## config.mk

```make
export PLATFORM = sky130hd
export DESIGN_NAME = seg_scan_driver
export DESIGN_NICKNAME = d
export VERILOG_FILES = /design/src/rtl/seg_scan_driver.sv
export SDC_FILE = /design/constraint.sdc
export NUM_CORES = 1
export LEC_CHECK = 0
export CAP_MARGIN = 0
export CORE_MARGIN = 8
export CORE_UTILIZATION = 38
export DETAILED_ROUTE_END_ITERATION = 6
export RECOVER_POWER = 50
export SLEW_MARGIN = 0
export SYNTH_ARGS = -nofsm -noshare
export SYNTH_HDL_FRONTEND = slang
export SYNTH_SLANG_ARGS = --single-unit
```

## constraint.sdc

```tcl
create_clock -name clk -period 2.2 [get_ports clk]
set_input_delay 0.22 -clock clk [delete_from_list [all_inputs] [get_ports clk]]
set_output_delay 0.22 -clock clk [all_outputs]
set_load 0.005 [all_outputs]
```

## src/rtl/seg_scan_driver.sv

```systemverilog
// ----------------------------------------------------------------------------
// seg_scan_driver
//   Time-multiplexed scan of an 8-digit seven-segment display. Each digit owns
//   one slot of REFRESH_DIV cycles. A slot starts with BLANK_CYC cycles in which
//   every anode is off. During that time the upstream digit-code generator
//   settles on the new refcnt. At the end of the blank phase the digit code is
//   sampled once, decoded, and held on the pins until the slot ends.
//
// Ports
//   clk       in   1  system clock, rising edge
//   rst       in   1  synchronous, active-high reset (overrides en)
//   en        in   1  display enable; low = dark, scan held at slot 0
//   dig_code  in   8  digit code for the current refcnt (from upstream)
//   refcnt    out  3  current digit slot, 0 = rightmost
//   an        out  8  anodes, active low, an[i] selects digit i
//   seg       out  7  cathodes, active low, {g,f,e,d,c,b,a}
//   dp        out  1  decimal point, active low, always off
//   bad_code  out  1  sticky: an undefined dig_code was sampled
// ----------------------------------------------------------------------------
module seg_scan_driver #(
    parameter int REFRESH_DIV = 100000,  // cycles per digit slot, > BLANK_CYC
    parameter int BLANK_CYC   = 16       // dark cycles at slot start, >= 1
) (
    input  logic       clk,
    input  logic       rst,
    input  logic       en,
    input  logic [7:0] dig_code,
    output logic [2:0] refcnt,
    output logic [7:0] an,
    output logic [6:0] seg,
    output logic       dp,
    output logic       bad_code
);

    localparam int PW = (REFRESH_DIV > 1) ? $clog2(REFRESH_DIV) : 1;

    localparam logic [PW-1:0] SLOT_LAST  = PW'(REFRESH_DIV - 1);
    localparam logic [PW-1:0] DRIVE_PCNT = PW'(BLANK_CYC - 1);

    localparam logic [7:0] AN_OFF  = 8'hFF;
    localparam logic [6:0] SEG_OFF = 7'h7F;

    logic [PW-1:0] pcnt;
    logic [6:0]    dec_seg;
    logic          dec_valid;

    // Code-to-cathode decode. Undefined codes blank the digit and are flagged.
    always_comb begin
        dec_seg   = SEG_OFF;
        dec_valid = 1'b1;
        case (dig_code)
            8'h00:   dec_seg = 7'b1000000;
            8'h01:   dec_seg = 7'b1111001;
            8'h02:   dec_seg = 7'b0100100;
            8'h03:   dec_seg = 7'b0110000;
            8'h04:   dec_seg = 7'b0011001;
            8'h05:   dec_seg = 7'b0010010;
            8'h06:   dec_seg = 7'b0000010;
            8'h07:   dec_seg = 7'b1111000;
            8'h08:   dec_seg = 7'b0000000;
            8'h09:   dec_seg = 7'b0010000;
            8'h0A:   dec_seg = 7'b0010010;  // S
            8'h0B:   dec_seg = 7'b0101111;  // r
            8'h0C:   dec_seg = 7'b1000110;  // C
            8'h0E:   dec_seg = 7'b0000110;  // E
            8'hFE:   dec_seg = 7'b0111111;  // dash
            8'hFF:   dec_seg = 7'b1111111;  // intentional blank
            default: begin
                dec_seg   = 7'b1111111;
                dec_valid = 1'b0;
            end
        endcase
    end

    // NOTE: state registers use non-blocking assignments so every flop samples
    // pre-edge values; blocking here would create order-dependent behaviour.
    always_ff @(posedge clk) begin
        if (rst) begin
            pcnt     <= '0;
            refcnt   <= 3'd0;
            an       <= AN_OFF;
            seg      <= SEG_OFF;
            bad_code <= 1'b0;
        end else if (!en) begin
            // Disabled: dark and parked at slot 0; bad_code is left alone.
            pcnt   <= '0;
            refcnt <= 3'd0;
            an     <= AN_OFF;
            seg    <= SEG_OFF;
        end else if (pcnt == SLOT_LAST) begin
            // Slot wrap: advance digit and go dark for the blank phase.
            pcnt   <= '0;
            refcnt <= refcnt + 3'd1;
            an     <= AN_OFF;
            seg    <= SEG_OFF;
        end else begin
            pcnt <= pcnt + PW'(1);
            // Drive edge: single sample of dig_code for this slot. It cannot
            // coincide with the wrap because BLANK_CYC < REFRESH_DIV.
            if (pcnt == DRIVE_PCNT) begin
                an  <= ~(8'b0000_0001 << refcnt);
                seg <= dec_seg;
                if (!dec_valid) begin
                    bad_code <= 1'b1;
                end
            end
        end
    end

    assign dp = 1'b1;

endmodule

```

==> results.json, run 1 <==
{
  "drv_slew": 0,
  "drt-pass1-iter-count": 4,
  "aoi_share_pct": 14.8,
  "nets": 268,
  "syn_inst": 216,
  "synth_dominant_cell_count": "nor2_1",
  "status": "completed",
  "critical_path_required_ps": 2350,
  "ys_sh_xor_pct": 8.10,
  "first_iter_violations": 80,
  "logic_family": "simple AND/OR/NAND/NOR gates",
  "vias": 1588,
  "start_kind": "flip-flop",
  "cts_tree": "done",
  "fp_util_pct": 39.2,
  "clock_skew_ps": 4.31,
  "remaining_drc_errors": 0,
  "place_hpwl_um": 2940,
  "antenna_cells": 0,
  "reg2reg_from": "pcnt[6]",
  "powerDensity_nw_per_um2": 532,
  "endpoint_kind": "flip-flop",
  "hold_path_end": "seg[6]",
  "ios": 31,
  "antenna_found_initial": 0,
  "die_area_sq_um": 7320,
  "final_cell_mix": "nor2_1 (38), dfxtp_1 (36), dlygate4sd3_1 (19)",
  "synthesis.nets": 234,
  "via_per_inst": 5.21,
  "cts_buffer_depth": 2,
  "timing.final.crit_share_pct": 90.9,
  "yosys.area_share.adder_pct": 4.77,
  "cts.sinks": 36,
  "ys_top_cells_by_count": "nor2_1 (38), dfxtp_1 (36), nand2_1 (14)",
  "root_buffer": "clkbuf_8",
  "setup_tns_ps": 0,
  "min_from": "seg[6]",
  "ys_cells": 216,
  "startpoint": "pcnt[6]",
  "die_h_um": 85.5,
  "ant_nets": 0,
  "drv_cap": 0,
  "path_max_fanout": 5,
  "ff_type": "dfxtp_1",
  "cts_buffers": 5,
  "grt.overflow.total": 0,
  "fp.dieW_um": 85.5,
  "vdd_drop_max_mv": 0.371,
  "cts_setup_buffers": 0,
  "top_cell_area_share_pct": 39.2,
  "syn_area_sq_um": 1840,
  "avgSynthCellArea_sq_um": 8.51,
  "grt_pass1_vias": 1505,
  "edf_count": 0,
  "area_growth_pct": 26.3,
  "critical_path_class": "reg2reg",
  "warnings": 30,
  "cp_data_arrival_time_ps": 2150,
  "fp-row-count": 25,
  "p_leak_nw": 0.851,
  "core_area_sq_um": 4690,
  "ys_seq_share_pct": 39.2,
  "period_minus_slack_ps": 2000,
  "synth_cell_types": 44,
  "hold_buffers": 0,
  "port_buffers": 29,
  "hold_ws_ps": 461,
  "yosysWarnings": 0,
  "grt_max_degree": 19,
  "drive_above_1_share_pct": 9.96,
  "wl_um": 3890,
  "worst_pin_slew_ps": 575,
  "hold_depth": 1,
  "ys_area_sq_um": 1840,
  "rsz0062_at_grt": "false",
  "clk_pin_slew_ps": 70,
  "register_area_sq_um": 721,
  "reg2reg_depth": 4,
  "place.gp.congestion": 0.836,
  "regToRegEndpoint": "seg[2]",
  "lay_top_count": "nor2_1",
  "comb_area_sq_um": 1040,
  "synth-async-reset-ratio_pct": 0,
  "topCellsByArea": "dfxtp_1 (39%), nor2_1 (7.8%), ha_1 (4.8%)",
  "fillerInstances": 487,
  "htreeDepth": 2,
  "relSlewSlack_pct": 61.7,
  "hold_path_class": "reg2reg",
  "clkLatencyLatePin_ps": 290,
  "finalSetupViolCount": 0,
  "wire_per_inst_um": 12.7,
  "cp-endpoint": "seg[2]",
  "simple_gate_area_share_pct": 27.0,
  "hold_viol": 0,
  "fmaxAchievable_mhz": 500,
  "grt_first_pass_wirelength_um": 6840,
  "cts_resized": 0,
  "netlist.top_cell.by_area": "dfxtp_1",
  "r2r_slack_ps": 200
}
-- run 1: where the power goes --
part	internal, W	switching (W)	leakage, nW
clock network	0.000256	0.000243	0.0516
logic	0.0000371	0.0000441	0.508
registers	0.000653	0.00000183	0.291
total	0.000946	0.000289	0.851
-- run 1: cells by family (layout without fill, tap and decap cells) --
group / count (synthesis) / in the layout
DFF: 36 / 36
other: 1 / 1
adders and majority gates: 7 / 7
buffers and inverters: 17 / 52
xor gates and xnor gates: 17 / 17
muxes: 3 / 3
AOI/OAI and AO/OA: 38 / 38
and+or+nand+nor: 97 / 97
-- run 1: per-stage QoR --
step           instance area [sq um]  std cells  total power [W]  worst slack [ps]  utilization, %
2_1_floorplan                   1840        216         0.000716               297               -
3_3_place_gp                    2220        297         0.000751               158            47.3
3_5_place_dp                    2220        297         0.000750              92.0            47.3
4_1_cts                         2320        305          0.00125              38.5            49.4
5_1_grt                         2320        305          0.00129              95.1            49.5
6_report                        2320        305          0.00123               200            49.5
-- run 1: area by class of cell --
class,instances,area share (%)
multi-input combinational,163,45.0
clock inverter,2,0.593
clock buffer,6,3.56
timing repair buffer,38,16.0
tap,54,2.91
sequential,36,31.1
inverter,6,0.970
-- run 1: worst max-delay path, stage by stage (launching register included) --
cell	delay (ps)
dfxtp_1	360
or4_4	570
or4_4	580
a2111oi_4	280
o21ai_1	80
-- run 1: routing by layer --
metal / GRT usage (%) / vias to the layer above / share of wire (%)
li1: - / 826 / -
met1: 14.4 / 714 / 49
met2: 17.6 / 42 / 44
met3: 4.11 / 6 / 5.9
met4: 3.82 / 0 / 1.2
met5: 0 / - / 0
-- run 1: state kept, by name (all words and copies together) (netlist names) --
| name | count |
|---|---|
| an | 8 |
| refcnt | 3 |
| pcnt | 17 |
| bad_code | 1 |
| seg | 7 |
run_1/sizes.png
Scale: 4 px per um.
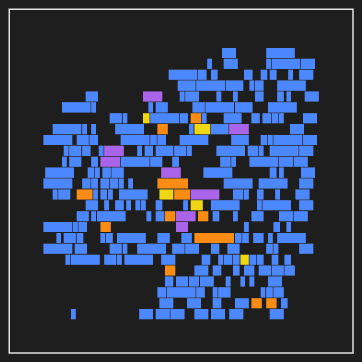
Key: yellow = _2 cells [cells 5, share 2.0%]; purple = _6 and larger [cells 8, share 3.2%]; blue = _0 and _1 cells [cells 226, share 90%]; orange = _3 and _4 cells [cells 12, share 4.8%]

run_1/congestion.png
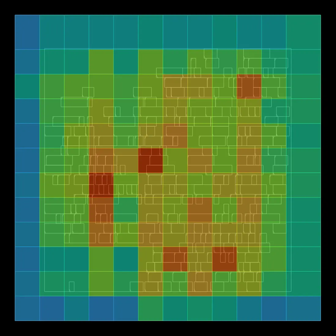
Total GRT Usage: 11.5%
GRT met3 Usage: 4.11%
gr busiest metal: met2

run_1/detail.png
Region (9, 52) to (34, 77) um. Cells in grey, sequential cells in the stronger grey; small squares are vias.
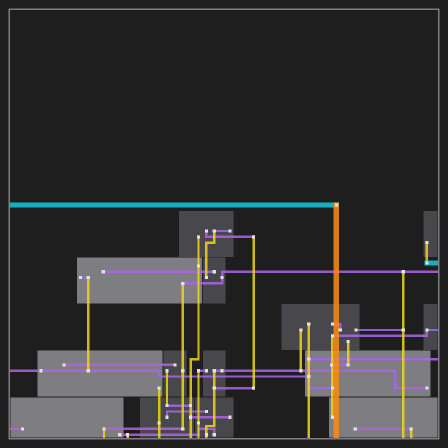
Key: orange = metal 4; cyan = metal 3; yellow = metal 2; purple = metal 1
Netlist names of flops here include pcnt (5). 13 logic cells have their middle in the window. Sequential cells in the window: 5. Most frequent: dfxtp_1 (5), xor2_1 (3), nor2_1 (3).

run_1/layer_met1.png
Scale: 6 px per um.
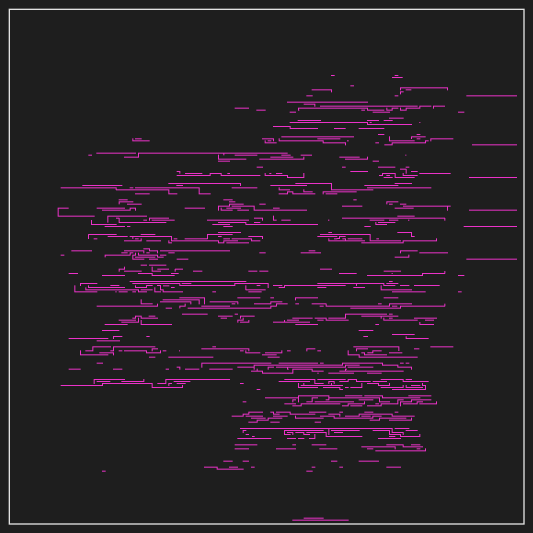

==> run 1 -> run 2 <==
--- a/config.mk
+++ b/config.mk
@@ -10,6 +10,7 @@
 export CORE_UTILIZATION = 38
 export DETAILED_ROUTE_END_ITERATION = 6
 export RECOVER_POWER = 50
+export SETUP_SLACK_MARGIN = 0.4
 export SLEW_MARGIN = 0
 export SYNTH_ARGS = -nofsm -noshare
 export SYNTH_HDL_FRONTEND = slang
run_2/layer_met1.png
Scale: 6 px per um.
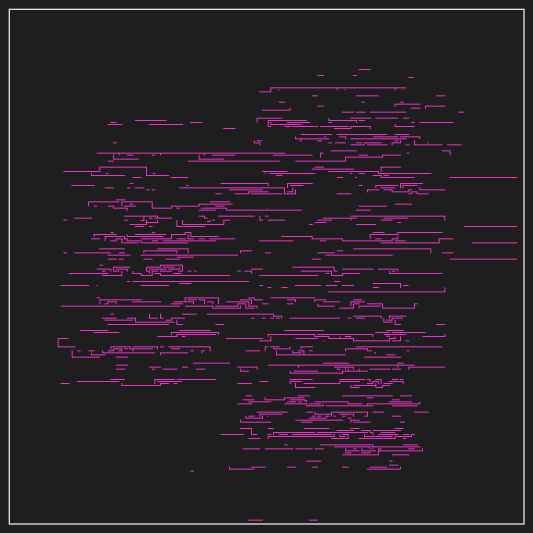
The layer carries 1,970 um of wire. The wires run mostly horizontal. 250 nets have wire on it. The layer holds 46% of the routed length.

==> results.json, run 2 <==
{
  "ys_cells": 216,
  "powerClk_w": 0.000639,
  "p_leak_nw": 0.925,
  "cts.sinks": 36,
  "top_register": "pcnt",
  "cts_setup_buffers": 8,
  "synthesis.nets": 234,
  "grt.busiest_layer": "met2",
  "cts_resized": 16,
  "relSlewSlack_pct": 62.5,
  "die_h_um": 85.5,
  "wl_um": 4300,
  "critical_path_required_ps": 2360,
  "timing.final.crit_share_pct": 88.0,
  "cts_buffers": 5,
  "grt_max_degree": 18,
  "ff_type": "dfxtp_1",
  "p_comb_w": 0.0000811,
  "grtUsageMet1_pct": 14.1,
  "slowest_delay_ps": 580,
  "top_cell_area_share_pct": 39.2,
  "ys_seq_share_pct": 39.2,
  "via_per_inst": 5.22,
  "track_usage_pct": 12.2,
  "fp.dieW_um": 85.5,
  "power_sequential_w": 0.000656,
  "edf_count": 0,
  "crit_buf_inv": 1,
  "startpoint": "pcnt[6]",
  "hold_path_class": "reg2reg",
  "cp_data_arrival_time_ps": 2100,
  "power.internal_w": 0.00109,
  "register_area_sq_um": 726,
  "critPathTopFamily": "simple AND/OR/NAND/NOR gates",
  "grt_first_pass_wirelength_um": 7290,
  "port_buffers": 29,
  "warnings": 33,
  "ys_top_cells_by_count": "nor2_1 (38), dfxtp_1 (36), nand2_1 (14)",
  "vias": 1640,
  "power.group.top": "sequential cells",
  "place_hpwl_um": 2970,
  "clk_pin_slew_ps": 70,
  "cp_slowest_cell": "or4_4",
  "final_cell_mix": "nor2_1 (38), dfxtp_1 (32), dlygate4sd3_1 (19)",
  "antenna_cells": 0,
  "remaining_drc_errors": 0,
  "finalSetupViolCount": 0,
  "start_kind": "flip-flop",
  "cp-endpoint": "pcnt[12]",
  "r2r_slack_ps": 260,
  "grt_pass1_vias": 1581,
  "p_switching_w": 0.000286,
  "avgSynthCellArea_sq_um": 8.51,
  "place_ws_ps": 101,
  "reg2reg_from": "pcnt[6]",
  "topCellsByArea": "dfxtp_1 (39%), nor2_1 (7.8%), ha_1 (4.8%)",
  "cp.depth": 6,
  "synth-async-reset-ratio_pct": 0,
  "die_area_sq_um": 7320,
  "regToRegEndpoint": "pcnt[12]",
  "min_from": "seg[6]",
  "synth_cell_types": 44,
  "ios": 31,
  "p_seq_share_pct": 47.7,
  "fp_util_pct": 39.2,
  "area_growth_pct": 36.1,
  "cts_buffer_depth": 2,
  "hold_depth": 1,
  "powerDensity_nw_per_um2": 550,
  "lay_top_count": "nor2_1",
  "setup_ws_ps": 263,
  "path_max_fanout": 17,
  "grt.overflow.total": 0,
  "power_frac_comb_pct": 5.9,
  "fp-row-count": 25,
  "vdd_drop_max_mv": 0.467,
  "status": "completed",
  "endpoint_kind": "flip-flop",
  "clock_skew_ps": 7.77,
  "drv_cap": 0,
  "critical_path_class": "reg2reg",
  "syn_area_sq_um": 1840,
  "core_area_sq_um": 4690,
  "ys_area_sq_um": 1840,
  "hold_path_end": "seg[6]",
  "place.gp.congestion": 0.819,
  "root_buffer": "clkbuf_8",
  "drt-pass1-iter-count": 4,
  "yosysWarnings": 0,
  "top_regs": "pcnt: 17 flops, an: 8 flops, seg: 7 flops",
  "drive_above_1_share_pct": 17.7,
  "reg2reg_depth": 6,
  "clkLatencyLatePin_ps": 290,
  "worst_pin_slew_ps": 562,
  "first_iter_violations": 82,
  "gr-usage-met2_pct": 20.8,
  "cts_tree": "done",
  "use_met3_pct": 3.34,
  "largest_reg_flops": 17,
  "fmaxAchievable_mhz": 516,
  "htreeDepth": 2,
  "p_sw_share_pct": 20.8,
  "comb_area_sq_um": 1110,
  "setup_tns_ps": 0,
  "hold_buffers": 0,
  "period_minus_slack_ps": 1940,
  "syn_inst": 216,
  "rsz0062_at_grt": "true",
  "cp_cell_sequence": "or4_4 -> nor3_4 -> nand2_1 -> nand2b_1 -> clkbuf_2 -> nor2_1",
  "wire_per_inst_um": 13.7,
  "netlist.top_cell.by_area": "dfxtp_1",
  "hold_viol": 0,
  "drv_slew": 0,
  "ant_nets": 0,
  "synth_dominant_cell_count": "nor2_1",
  "fillerInstances": 441,
  "clock_power_share_pct": 46.4
}
[run 2: layout make-up]
| class | instances | share of cell area, % |
|---|---|---|
| inverter | 6 | 0.900 |
| timing repair buffer | 47 | 17.9 |
| clock buffer | 7 | 3.85 |
| sequential | 36 | 29.0 |
| clock inverter | 1 | 1.20 |
| tap | 54 | 2.70 |
| multi-input combinational | 163 | 44.5 |
[run 2: worst register-to-register path, stage by stage, from the launching register on]
cell	delay (ps)
dfxtp_1	320
or4_4	580
nor3_4	170
nand2_1	190
nand2b_1	120
clkbuf_2	330
nor2_1	100
[run 2: per-layer routing]
layer  up-vias  part of all wire (%)
met5         -                     0
met4         0                   1.0
met3         5                   4.5
met2        26                    49
met1       758                    46
li1        851                     -
[run 2: kinds of logic after synthesis]
group / count (synthesis) / share of synthesized area, %
and+or+nand+nor: 97 / 27.0
AOI/OAI and AO/OA: 38 / 14.8
DFF: 36 / 39.2
xor gates and xnor gates: 17 / 8.10
buffers and inverters: 17 / 4.22
adders and majority gates: 7 / 4.76
muxes: 3 / 1.70
other: 1 / 0.204
[run 2: metrics by stage]
| stage | util, % | power [W] | hold WS [ps] | cell area [sq um] | cells |
|---|---|---|---|---|---|
| 5_1_grt | 53.3 | 0.00142 | 480 | 2500 | 314 |
| 3_3_place_gp | 47.2 | 0.000750 | 456 | 2210 | 296 |
| 4_1_cts | 52.4 | 0.00140 | 443 | 2460 | 312 |
| 3_5_place_dp | 47.2 | 0.000750 | 451 | 2210 | 296 |
| 6_report | 53.3 | 0.00138 | 461 | 2500 | 314 |
| 2_1_floorplan | - | 0.000716 | 292 | 1840 | 216 |
run_2/congestion.png
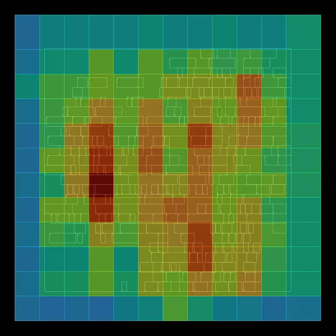

==> run 2 -> run 3 <==
--- a/config.mk
+++ b/config.mk
@@ -5,11 +5,12 @@
 export SDC_FILE = /design/constraint.sdc
 export NUM_CORES = 1
 export LEC_CHECK = 0
-export CAP_MARGIN = 0
+export ABC_CLOCK_PERIOD_IN_PS = 2200
 export CORE_MARGIN = 8
 export CORE_UTILIZATION = 38
 export DETAILED_ROUTE_END_ITERATION = 6
 export RECOVER_POWER = 50
+export REMOVE_ABC_BUFFERS = 1
 export SETUP_SLACK_MARGIN = 0.4
 export SLEW_MARGIN = 0
 export SYNTH_ARGS = -nofsm -noshare
run_3/congestion.png
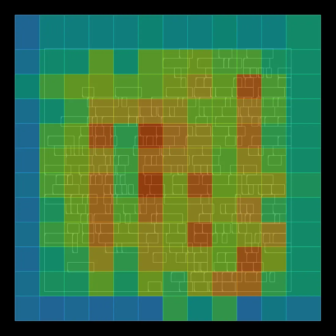
WL/cell: 13.3 um
Core Util, Final: 50.3%

==> results.json, run 3 <==
{
  "ios": 31,
  "drive_above_1_share_pct": 11.2,
  "vdd_drop_max_mv": 0.351,
  "htreeDepth": 2,
  "edf_count": 0,
  "cp_cell_sequence": "or4_4 -> nor3_1 -> nand4_1 -> buf_6 -> a211o_1",
  "place_ws_ps": 165,
  "hold_viol": 0,
  "ys_seq_elements": 36,
  "root_buffer": "clkbuf_8",
  "status": "completed",
  "antenna_cells": 0,
  "cts_buffer_depth": 2,
  "crit_buf_inv": 1,
  "p_leak_nw": 0.857,
  "nets": 268,
  "remaining_drc_errors": 0,
  "grt_first_pass_wirelength_um": 7150,
  "place.gp.congestion": 0.822,
  "grt.overflow.total": 0,
  "cts_tree": "done",
  "drv_slew": 0,
  "area_growth_pct": 28.5,
  "antenna_found_initial": 0,
  "finalSetupViolCount": 0,
  "cts_buffers": 5,
  "ys_top_cells_by_count": "nor2_1 (38), dfxtp_1 (36), nand2_1 (14)",
  "ant_nets": 0,
  "synth_cell_types": 44,
  "netlist.top_cell.by_area": "dfxtp_1",
  "final_cell_mix": "nor2_1 (38), dfxtp_1 (35), dlygate4sd3_1 (20)",
  "clock_power_share_pct": 44.0,
  "clock_skew_ps": 8.18,
  "dp_cells": 296,
  "cp_slowest_cell": "or4_4",
  "synth-async-reset-ratio_pct": 0,
  "place_hpwl_um": 2970,
  "critical_path_class": "reg2reg",
  "yosysWarnings": 0,
  "hold_path_class": "reg2reg",
  "first_iter_violations": 103,
  "final_area_sq_um": 2360,
  "die_h_um": 85.5,
  "power.internal_w": 0.00102,
  "top_regs": "pcnt: 17 flops, an: 8 flops, seg: 7 flops",
  "cts.sinks": 36,
  "path_max_fanout": 11,
  "vias": 1625,
  "drv_cap": 0,
  "largest_reg_flops": 17,
  "avgSynthCellArea_sq_um": 8.51,
  "setup_ws_ps": 247,
  "top_register": "pcnt",
  "track_usage_pct": 12.0,
  "fp.dieW_um": 85.5,
  "rsz0062_at_grt": "true",
  "slowest_delay_ps": 570,
  "critical_path_required_ps": 2380,
  "ff_type": "dfxtp_1",
  "instances_no_fill": 305,
  "grt_max_degree": 19,
  "p_switching_w": 0.000290,
  "period_minus_slack_ps": 1950,
  "via_per_inst": 5.33,
  "synth_dominant_cell_count": "nor2_1",
  "clk_pin_slew_ps": 70,
  "setup_tns_ps": 0,
  "fp_util_pct": 39.2,
  "power_frac_comb_pct": 6.2,
  "ys_cells": 216,
  "lay_top_count": "nor2_1",
  "grt_pass1_vias": 1544,
  "fillerInstances": 453,
  "placed_area_sq_um": 2210,
  "fp-row-count": 25,
  "port_buffers": 29,
  "p_seq_share_pct": 49.8,
  "syn_inst": 216,
  "ys_seq_share_pct": 39.2,
  "topCellsByArea": "dfxtp_1 (39%), nor2_1 (7.8%), ha_1 (4.8%)",
  "core_area_sq_um": 4690,
  "fmaxAchievable_mhz": 512,
  "timing.final.crit_share_pct": 88.8,
  "cp_data_arrival_time_ps": 2130,
  "die_area_sq_um": 7320,
  "ys_area_sq_um": 1840,
  "endpoint_kind": "flip-flop",
  "critPathTopFamily": "simple AND/OR/NAND/NOR gates",
  "drt-pass1-iter-count": 4,
  "relSlewSlack_pct": 66.5,
  "top_cell_area_share_pct": 39.2,
  "wl_um": 4060,
  "clkLatencyLatePin_ps": 290,
  "start_kind": "flip-flop",
  "worst_pin_slew_ps": 500,
  "power_w": 0.00131,
  "powerDensity_nw_per_um2": 556,
  "p_sw_share_pct": 22.1,
  "warnings": 30,
  "hold_ws_ps": 467,
  "syn_area_sq_um": 1840
}
-- run 3: final cells by class --
class	count	area, sq um	area share (%)
multi-input cells	163	1060	45.0
flip-flops and latches	36	722	30.6
repair buffers	38	375	15.9
clock buffers	5	68.8	2.91
well taps	54	67.6	2.86
clock inverters	3	42.5	1.80
inverters	6	22.5	0.953
-- run 3: final timing paths --
check | start | endpoint | slack [ps] | depth (start not counted)
max | pcnt[11] | seg[6] | 250 | 5
max reg2reg | pcnt[11] | seg[6] | 250 | 5
min | seg[6] | seg[6] | 470 | 1
min reg2reg | seg[6] | seg[6] | 470 | 1
-- run 3: power by group through the flow --
stage | registers (W) | logic [W] | clock network (W)
2_1_floorplan | 0.000670 | 0.0000339 | 0
3_3_place_gp | 0.000670 | 0.0000797 | 0
3_5_place_dp | 0.000670 | 0.0000798 | 0
4_1_cts | 0.000655 | 0.0000813 | 0.000595
5_1_grt | 0.000655 | 0.0000892 | 0.000627
6_report | 0.000655 | 0.0000810 | 0.000579
-- run 3: per-layer routing --
metal  part of all wire [%]  up-vias  track usage [%]
met3                    6.0        4             4.39
li1                       -      827                -
met1                     48      759             14.8
met4                   0.89        0             3.34
met5                      0        -                0
met2                     45       35             19.2
-- run 3: cell families (layout without fill, tap and decap cells) --
family | count (synthesis) | count (layout) | synth area share [%]
buf+inv | 17 | 52 | 4.22
other cells | 1 | 1 | 0.204
compound gates | 38 | 38 | 14.8
flops | 36 | 36 | 39.2
mux | 3 | 3 | 1.70
xor+xnor | 17 | 17 | 8.10
fa+ha+maj | 7 | 7 | 4.76
simple gates | 97 | 97 | 27.0
-- run 3: timing repair --
item                       in CTS  in global routing
pin swaps                       5                  1
resized                         8                  3
setup endpoints to repair      20                 20
setup buffers                   1                  0
hold buffers                    0                  0
No activity file was given, so power comes from the tool's default toggle rates.
